`config.mk`:
```
export PLATFORM = sky130hd
export DESIGN_NAME = expr_mem_engine_flat
export DESIGN_NICKNAME = d
export VERILOG_FILES = /design/src/rtl/expr_mem_engine_pkg.sv /design/src/rtl/expr_mem_engine_if.sv /design/src/rtl/expr_mem_engine_ram.sv /design/src/rtl/expr_mem_engine.sv /design/src/flat_wrapper.sv
export SDC_FILE = /design/constraint.sdc
export NUM_CORES = 2
export LEC_CHECK = 0
export ABC_CLOCK_PERIOD_IN_PS = 19800
export CAP_MARGIN = 20
export CELL_PAD_IN_SITES_DETAIL_PLACEMENT = 1
export CELL_PAD_IN_SITES_GLOBAL_PLACEMENT = 1
export CORE_UTILIZATION = 51
export CTS_CLUSTER_DIAMETER = 100
export DETAILED_ROUTE_END_ITERATION = 6
export PLACE_DENSITY_LB_ADDON = 0.1
export SYNTH_ARGS = -nofsm -noshare
export SYNTH_HDL_FRONTEND = slang
export SYNTH_SLANG_ARGS = --single-unit
```
`constraint.sdc`:
```
create_clock -name clk -period 19.8 [get_ports clk]
set_input_delay 1.98 -clock clk [delete_from_list [all_inputs] [get_ports clk]]
set_output_delay 1.98 -clock clk [all_outputs]
set_load 0.05 [all_outputs]
```
`src/rtl/expr_mem_engine_pkg.sv`:
```
// Shared types for the expression engine: op codes, FSM state encoding and default sizes.
package expr_pkg;
  localparam int DEF_WIDTH = 32;
  localparam int DEF_DEPTH = 8;

  typedef enum logic [1:0] {
    OP_MUL = 2'b00,
    OP_ADD = 2'b01,
    OP_SUB = 2'b10,
    OP_MAC = 2'b11
  } op_e;

  typedef enum logic [2:0] {
    S_IDLE = 3'd0,
    S_WR_X = 3'd1,
    S_WR_Y = 3'd2,
    S_RD_X = 3'd3,
    S_RD_Y = 3'd4,
    S_EXEC = 3'd5,
    S_WR_R = 3'd6
  } state_e;
endpackage

```
`src/rtl/expr_mem_engine_if.sv`:
```
// Host-side bus of the expression engine: start/done handshake, operands and host read port.
interface expr_mem_engine_if
  import expr_pkg::*;
#(
  parameter int WIDTH = DEF_WIDTH,
  parameter int DEPTH = DEF_DEPTH
);
  localparam int AW = $clog2(DEPTH);

  logic             start;
  op_e              op;
  logic [WIDTH-1:0] x;
  logic [WIDTH-1:0] y;
  logic [AW-1:0]    dst_addr;
  logic             ready;
  logic             done;
  logic [WIDTH-1:0] result;
  logic             ovf;
  logic [AW-1:0]    rd_addr;
  logic [WIDTH-1:0] rd_data;

  modport master (
    output start, op, x, y, dst_addr, rd_addr,
    input  ready, done, result, ovf, rd_data
  );

  modport slave (
    input  start, op, x, y, dst_addr, rd_addr,
    output ready, done, result, ovf, rd_data
  );
endinterface

```
`src/rtl/expr_mem_engine_ram.sv`:
```
// Flop-based RAM with one write port and two registered read ports; reads see the pre-write word.
module expr_ram #(
  parameter int WIDTH = 32,
  parameter int DEPTH = 8,
  parameter int AW    = $clog2(DEPTH)
) (
  input  logic             clk,
  input  logic             rst,
  input  logic             we_i,
  input  logic [AW-1:0]    waddr_i,
  input  logic [WIDTH-1:0] wdata_i,
  input  logic [AW-1:0]    raddr_a_i,
  output logic [WIDTH-1:0] rdata_a_o,
  input  logic [AW-1:0]    raddr_b_i,
  output logic [WIDTH-1:0] rdata_b_o
);
  logic [DEPTH-1:0][WIDTH-1:0] mem_q;
  logic [WIDTH-1:0]            rdata_a_q;
  logic [WIDTH-1:0]            rdata_b_q;

  always_ff @(posedge clk or posedge rst) begin
    if (rst) begin
      mem_q     <= '0;
      rdata_a_q <= '0;
      rdata_b_q <= '0;
    end else begin
      if (we_i) mem_q[waddr_i] <= wdata_i;
      rdata_a_q <= mem_q[raddr_a_i];
      rdata_b_q <= mem_q[raddr_b_i];
    end
  end

  assign rdata_a_o = rdata_a_q;
  assign rdata_b_o = rdata_b_q;
endmodule

```
`src/rtl/expr_mem_engine.sv`:
```
// Expression engine: stores operands to RAM slots 0/1, re-reads them, runs MUL/ADD/SUB/MAC and
// writes the result to a caller-chosen slot with a one-cycle done pulse.
module expr_mem_engine
  import expr_pkg::*;
#(
  parameter int WIDTH = DEF_WIDTH,
  parameter int DEPTH = DEF_DEPTH
) (
  input logic              clk,
  input logic              rst,
  expr_mem_engine_if.slave bus
);
  localparam int AW = $clog2(DEPTH);

  localparam logic [2:0] IDLE = S_IDLE;
  localparam logic [2:0] WR_X = S_WR_X;
  localparam logic [2:0] WR_Y = S_WR_Y;
  localparam logic [2:0] RD_X = S_RD_X;
  localparam logic [2:0] RD_Y = S_RD_Y;
  localparam logic [2:0] EXEC = S_EXEC;
  localparam logic [2:0] WR_R = S_WR_R;

  logic [2:0]       state_q, state_d;
  logic [WIDTH-1:0] xq_q, yq_q, opa_q, res_q, acc_q, result_q;
  op_e              op_q;
  logic [AW-1:0]    dst_q;
  logic             rovf_q, done_q, ovf_q;

  logic             we;
  logic [AW-1:0]    waddr, raddr;
  logic [WIDTH-1:0] wdata, opb;

  logic [2*WIDTH-1:0] prod;
  logic [WIDTH:0]     add_r, sub_r, mac_r;
  logic [WIDTH-1:0]   ex_res;
  logic               ex_ovf;

  always_comb begin
    state_d = state_q;
    case (state_q)
      IDLE:    if (bus.start) state_d = WR_X;
      WR_X:    state_d = WR_Y;
      WR_Y:    state_d = RD_X;
      RD_X:    state_d = RD_Y;
      RD_Y:    state_d = EXEC;
      EXEC:    state_d = WR_R;
      WR_R:    state_d = IDLE;
      default: state_d = IDLE;
    endcase
  end

  always_comb begin
    we    = 1'b0;
    waddr = '0;
    wdata = '0;
    case (state_q)
      WR_X: begin we = 1'b1; waddr = '0;      wdata = xq_q;  end
      WR_Y: begin we = 1'b1; waddr = AW'(1);  wdata = yq_q;  end
      WR_R: begin we = 1'b1; waddr = dst_q;   wdata = res_q; end
      default: ;
    endcase
  end

  // Slot 0 is addressed in RD_X, slot 1 otherwise; data lands one cycle later (RD_Y, EXEC).
  assign raddr = (state_q == RD_X) ? '0 : AW'(1);

  expr_ram #(.WIDTH(WIDTH), .DEPTH(DEPTH), .AW(AW)) u_ram (
    .clk       (clk),
    .rst       (rst),
    .we_i      (we),
    .waddr_i   (waddr),
    .wdata_i   (wdata),
    .raddr_a_i (raddr),
    .rdata_a_o (opb),
    .raddr_b_i (bus.rd_addr),
    .rdata_b_o (bus.rd_data)
  );

  assign prod  = {{WIDTH{1'b0}}, opa_q} * {{WIDTH{1'b0}}, opb};
  assign add_r = {1'b0, opa_q} + {1'b0, opb};
  assign sub_r = {1'b0, opa_q} - {1'b0, opb};
  assign mac_r = {1'b0, acc_q} + {1'b0, prod[WIDTH-1:0]};

  always_comb begin
    ex_res = '0;
    ex_ovf = 1'b0;
    case (op_q)
      OP_MUL: begin ex_res = prod[WIDTH-1:0];  ex_ovf = |prod[2*WIDTH-1:WIDTH]; end
      OP_ADD: begin ex_res = add_r[WIDTH-1:0]; ex_ovf = add_r[WIDTH]; end
      OP_SUB: begin ex_res = sub_r[WIDTH-1:0]; ex_ovf = sub_r[WIDTH]; end
      OP_MAC: begin ex_res = mac_r[WIDTH-1:0]; ex_ovf = mac_r[WIDTH]; end
      default: ;
    endcase
  end

  always_ff @(posedge clk or posedge rst) begin
    if (rst) begin
      state_q  <= IDLE;
      xq_q     <= '0;
      yq_q     <= '0;
      op_q     <= OP_MUL;
      dst_q    <= '0;
      opa_q    <= '0;
      res_q    <= '0;
      rovf_q   <= 1'b0;
      acc_q    <= '0;
      done_q   <= 1'b0;
      result_q <= '0;
      ovf_q    <= 1'b0;
    end else begin
      state_q <= state_d;
      done_q  <= 1'b0;
      if (state_q == IDLE && bus.start) begin
        xq_q  <= bus.x;
        yq_q  <= bus.y;
        op_q  <= bus.op;
        dst_q <= bus.dst_addr;
      end
      if (state_q == RD_Y) opa_q <= opb;
      if (state_q == EXEC) begin
        res_q  <= ex_res;
        rovf_q <= ex_ovf;
        if (op_q == OP_MAC) acc_q <= ex_res;
      end
      if (state_q == WR_R) begin
        done_q   <= 1'b1;
        result_q <= res_q;
        ovf_q    <= rovf_q;
      end
    end
  end

  assign bus.ready  = (state_q == IDLE);
  assign bus.done   = done_q;
  assign bus.result = result_q;
  assign bus.ovf    = ovf_q;
endmodule

```
`src/flat_wrapper.sv`:
```
// flat-port wrapper written by rule: the top's interface ports become plain ports
module expr_mem_engine_flat import expr_pkg::*;
#(
  parameter int WIDTH = DEF_WIDTH,
  parameter int DEPTH = DEF_DEPTH
)
  (clk, rst, bus_start, bus_op, bus_x, bus_y, bus_dst_addr, bus_rd_addr, bus_ready, bus_done, bus_result, bus_ovf, bus_rd_data);
  expr_mem_engine_if #(.WIDTH(WIDTH), .DEPTH(DEPTH)) bus_i ();
  input logic clk;
  input logic rst;
  input wire logic [$bits(bus_i.start)-1:0] bus_start;
  input wire logic [$bits(bus_i.op)-1:0] bus_op;
  input wire logic [$bits(bus_i.x)-1:0] bus_x;
  input wire logic [$bits(bus_i.y)-1:0] bus_y;
  input wire logic [$bits(bus_i.dst_addr)-1:0] bus_dst_addr;
  input wire logic [$bits(bus_i.rd_addr)-1:0] bus_rd_addr;
  output wire logic [$bits(bus_i.ready)-1:0] bus_ready;
  output wire logic [$bits(bus_i.done)-1:0] bus_done;
  output wire logic [$bits(bus_i.result)-1:0] bus_result;
  output wire logic [$bits(bus_i.ovf)-1:0] bus_ovf;
  output wire logic [$bits(bus_i.rd_data)-1:0] bus_rd_data;
  assign bus_i.start = bus_start;
  assign bus_i.op = bus_op;
  assign bus_i.x = bus_x;
  assign bus_i.y = bus_y;
  assign bus_i.dst_addr = bus_dst_addr;
  assign bus_i.rd_addr = bus_rd_addr;
  assign bus_ready = bus_i.ready;
  assign bus_done = bus_i.done;
  assign bus_result = bus_i.result;
  assign bus_ovf = bus_i.ovf;
  assign bus_rd_data = bus_i.rd_data;
  expr_mem_engine #(.WIDTH(WIDTH), .DEPTH(DEPTH)) u_core (.clk(clk), .rst(rst), .bus(bus_i));
endmodule
```
==> summary.txt <==
Results of the flow run.

The flow ran to the end, and the final reports show no timing, DRC or antenna violations. The width of the die stands at 347 um. The net count after synthesis stands at 7739. Counting the buffers created by CTS gives 60. The endpoint arrival time on the critical path stands at 10.47 ns. The worst setup path is of the reg -> reg kind. The path with the worst hold slack has its endpoint at u_core.bus.result[16]$_DFFE_PP0P_.

The clock reaches the later pin of the worst-skew pair after 0.71 ns. The synthesis run shows multiplexers occupying 6.47% of the cell area. TritonCTS built the clock tree. The area fraction in and, or, nand and nor cells after synthesis stands at 15.6%. The logic share of the area stands at 64.8%. The routed via count divided by cell count stands at 5.82.

Counting both buffers and inverters, the worst setup path holds a total of 7. The largest single stage delay on the critical path is 0.59 ns. Setup slack on the worst reg-to-reg path comes out at 9.82 ns. The number of max-cap violations stands at 0. The initial core utilization stands at 51.5%. The layout buffer count excluding clock buffers stands at 242. Counting the inverters off the clock network in the layout gives 983.

The area fraction in xor and xnor cells stands at 1.59%. The max-slew violation total from the final report stands at 0. The count of antenna diodes in the layout stands at 7.

After floorplanning, the core was sized to cover 0.118 mm2. The register cell area after layout stands at 0.0131 mm2. The share of synthesized cell area in and-or and or-and compound cells stands at 9.31%. Setup violations remaining at the end of the flow were counted as 0. From synthesis to final layout, the design area changed by 8.22%.

The biggest slice of the area belongs to combinational gates. By instance count, the cell type seen most on the critical path is sky130_fd_sc_hd__fa_1. The register share after synthesis stands at 21.5%. The worst-case hold slack stands at 0.474 ns. At the end of the flow, the number of nets in the layout was 7668. Per the final layout report, the fraction of cells sized above drive strength 1 comes to 8.18%. In this run the worst setup path terminates at u_core.rovf_q$_DFFE_PP0N_. The clock period minus worst slack stands at 9.98 ns. The number of cells produced by synthesis stands at 6405. The cell resize tally after clock tree synthesis stands at 0. STA classifies the critical path startpoint as a register. The clock network contribution to total cell area stands at 3.41%. The minimum setup slack in the final design stands at 9.82 ns.

In the final run the clock tree shows a worst skew of 0.0724 ns. Looking at the max-slew report, the worst-margin pin has a slew of 1.12 ns.

The data required time of the worst path stands at 20.29 ns. The initial antenna violation count came to 9. The multi-input combinational gate total stands at 4524. Of all the cell area in the finished design, non-clock buffers hold 3.34%. In this run, synthesis inferred 0 flip-flops with an integrated enable. The number of remaining DRC errors stands at 0. The number of global-route vias before repair stands at 51900. The netlist area before placement stands at 0.0608 mm2. Per the layout area report, the combinational gate area comes to 0.0426 mm2. Once detailed placement completed, the half-perimeter wirelength came to 151 mm.

The top-level port count stands at 142. The quantity of hold-fixing buffers added after cts stands at 0. With fillers left out, the area of the finished cells amounts to 0.0657 mm2. The number of warning messages in the yosys log stands at 0. By count the netlist is led by 979 x sky130_fd_sc_hd__inv_1, 899 x sky130_fd_sc_hd__fa_1, 709 x sky130_fd_sc_hd__nand2_1. The final number of hold-violating endpoints stands at 0.
==> per-layer routing <==
| layer | part of all wire (%) | vias up | track usage, % |
|---|---|---|---|
| met5 | 0.018 | - | 0 |
| met4 | 2.6 | 6 | 8.65 |
| met3 | 5.1 | 274 | 4.49 |
| met2 | 48 | 1214 | 57.2 |
| met1 | 44 | 24700 | 46.8 |
| li1 | - | 20000 | - |
==> cell usage in the layout (no fill, tap or decap), drive strengths merged, types with 21 or more instances in the layout <==
cell type and n:
inv 990, fa 899, nand2 710, and2 685, dfrtp 523, a21oi 393, nor2 362, ha 360
o21ai 254, mux2 170, clkdlybuf4s50 138, buf 104, clkbuf 78, xnor2 76, mux4 70, a21o 48
mux2i 44, nand4 40, xor2 34, nor3 30, o21a 29, nand2b 28, o21bai 27, a31oi 25
nand3 21, a211oi 21
==> worst register-to-register path, delay by kind of cell, from the launching register on <==
kind	cells	cell delay, ns
AOI/OAI and AO/OA	10	2.44
xor gates and xnor gates	1	0.38
adders and majority gates	11	4.77
buffers and inverters	7	0.84
DFF	1	0.33
and+or+nand+nor	5	1.02
==> sequential cells by signal, indices dropped and copies added (netlist names), 2 cells and up <==
signal                  cells
u_core.acc_q               32
u_core.bus.result          32
u_core.dst_q                3
u_core.op_q                 2
u_core.opa_q               32
u_core.res_q               32
u_core.state_q              3
u_core.u_ram.mem_q        256
u_core.u_ram.rdata_a_o     32
u_core.u_ram.rdata_b_o     32
u_core.xq_q                32
u_core.yq_q                32
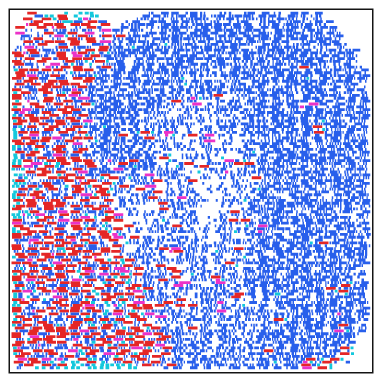
(cell classes on the final placement)
[clock drivers and dummy loads] magenta | cells: 112
[other buffers and delay cells] cyan | cells: 242
[combinational and other logic] blue | cells: 5507
[flops] red | cells: 523
utilization of the core after routing: 55.7%
number of placement rows: 126

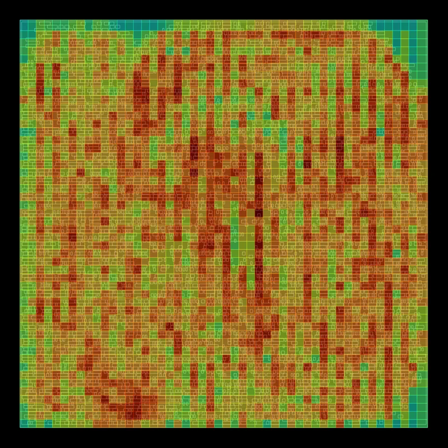
(routing congestion)
global routing's busiest layer: met2
met3 usage: 4.49%
drt wl/cell: 25.3 um
global routing usage summed across all routing layers: 34.1%

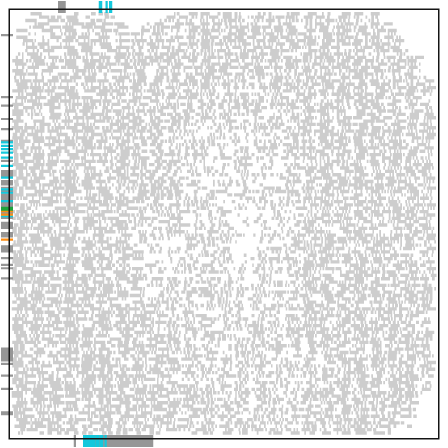
(pin placement)
Pins as bars across the die edge, other pins in gray.
[`bus_x`] cyan | pins: 32 | direction: input | edge: 16 bottom, 11 left, 5 top
[`bus_op`] green | pins: 2 | direction: input | edge: left
[`bus_rd_addr`] orange | pins: 3 | direction: input | edge: left
all pins by edge: 69 left, 62 bottom, 11 top
DIE HEIGHT: 347 um
IO Port Bufs: 141

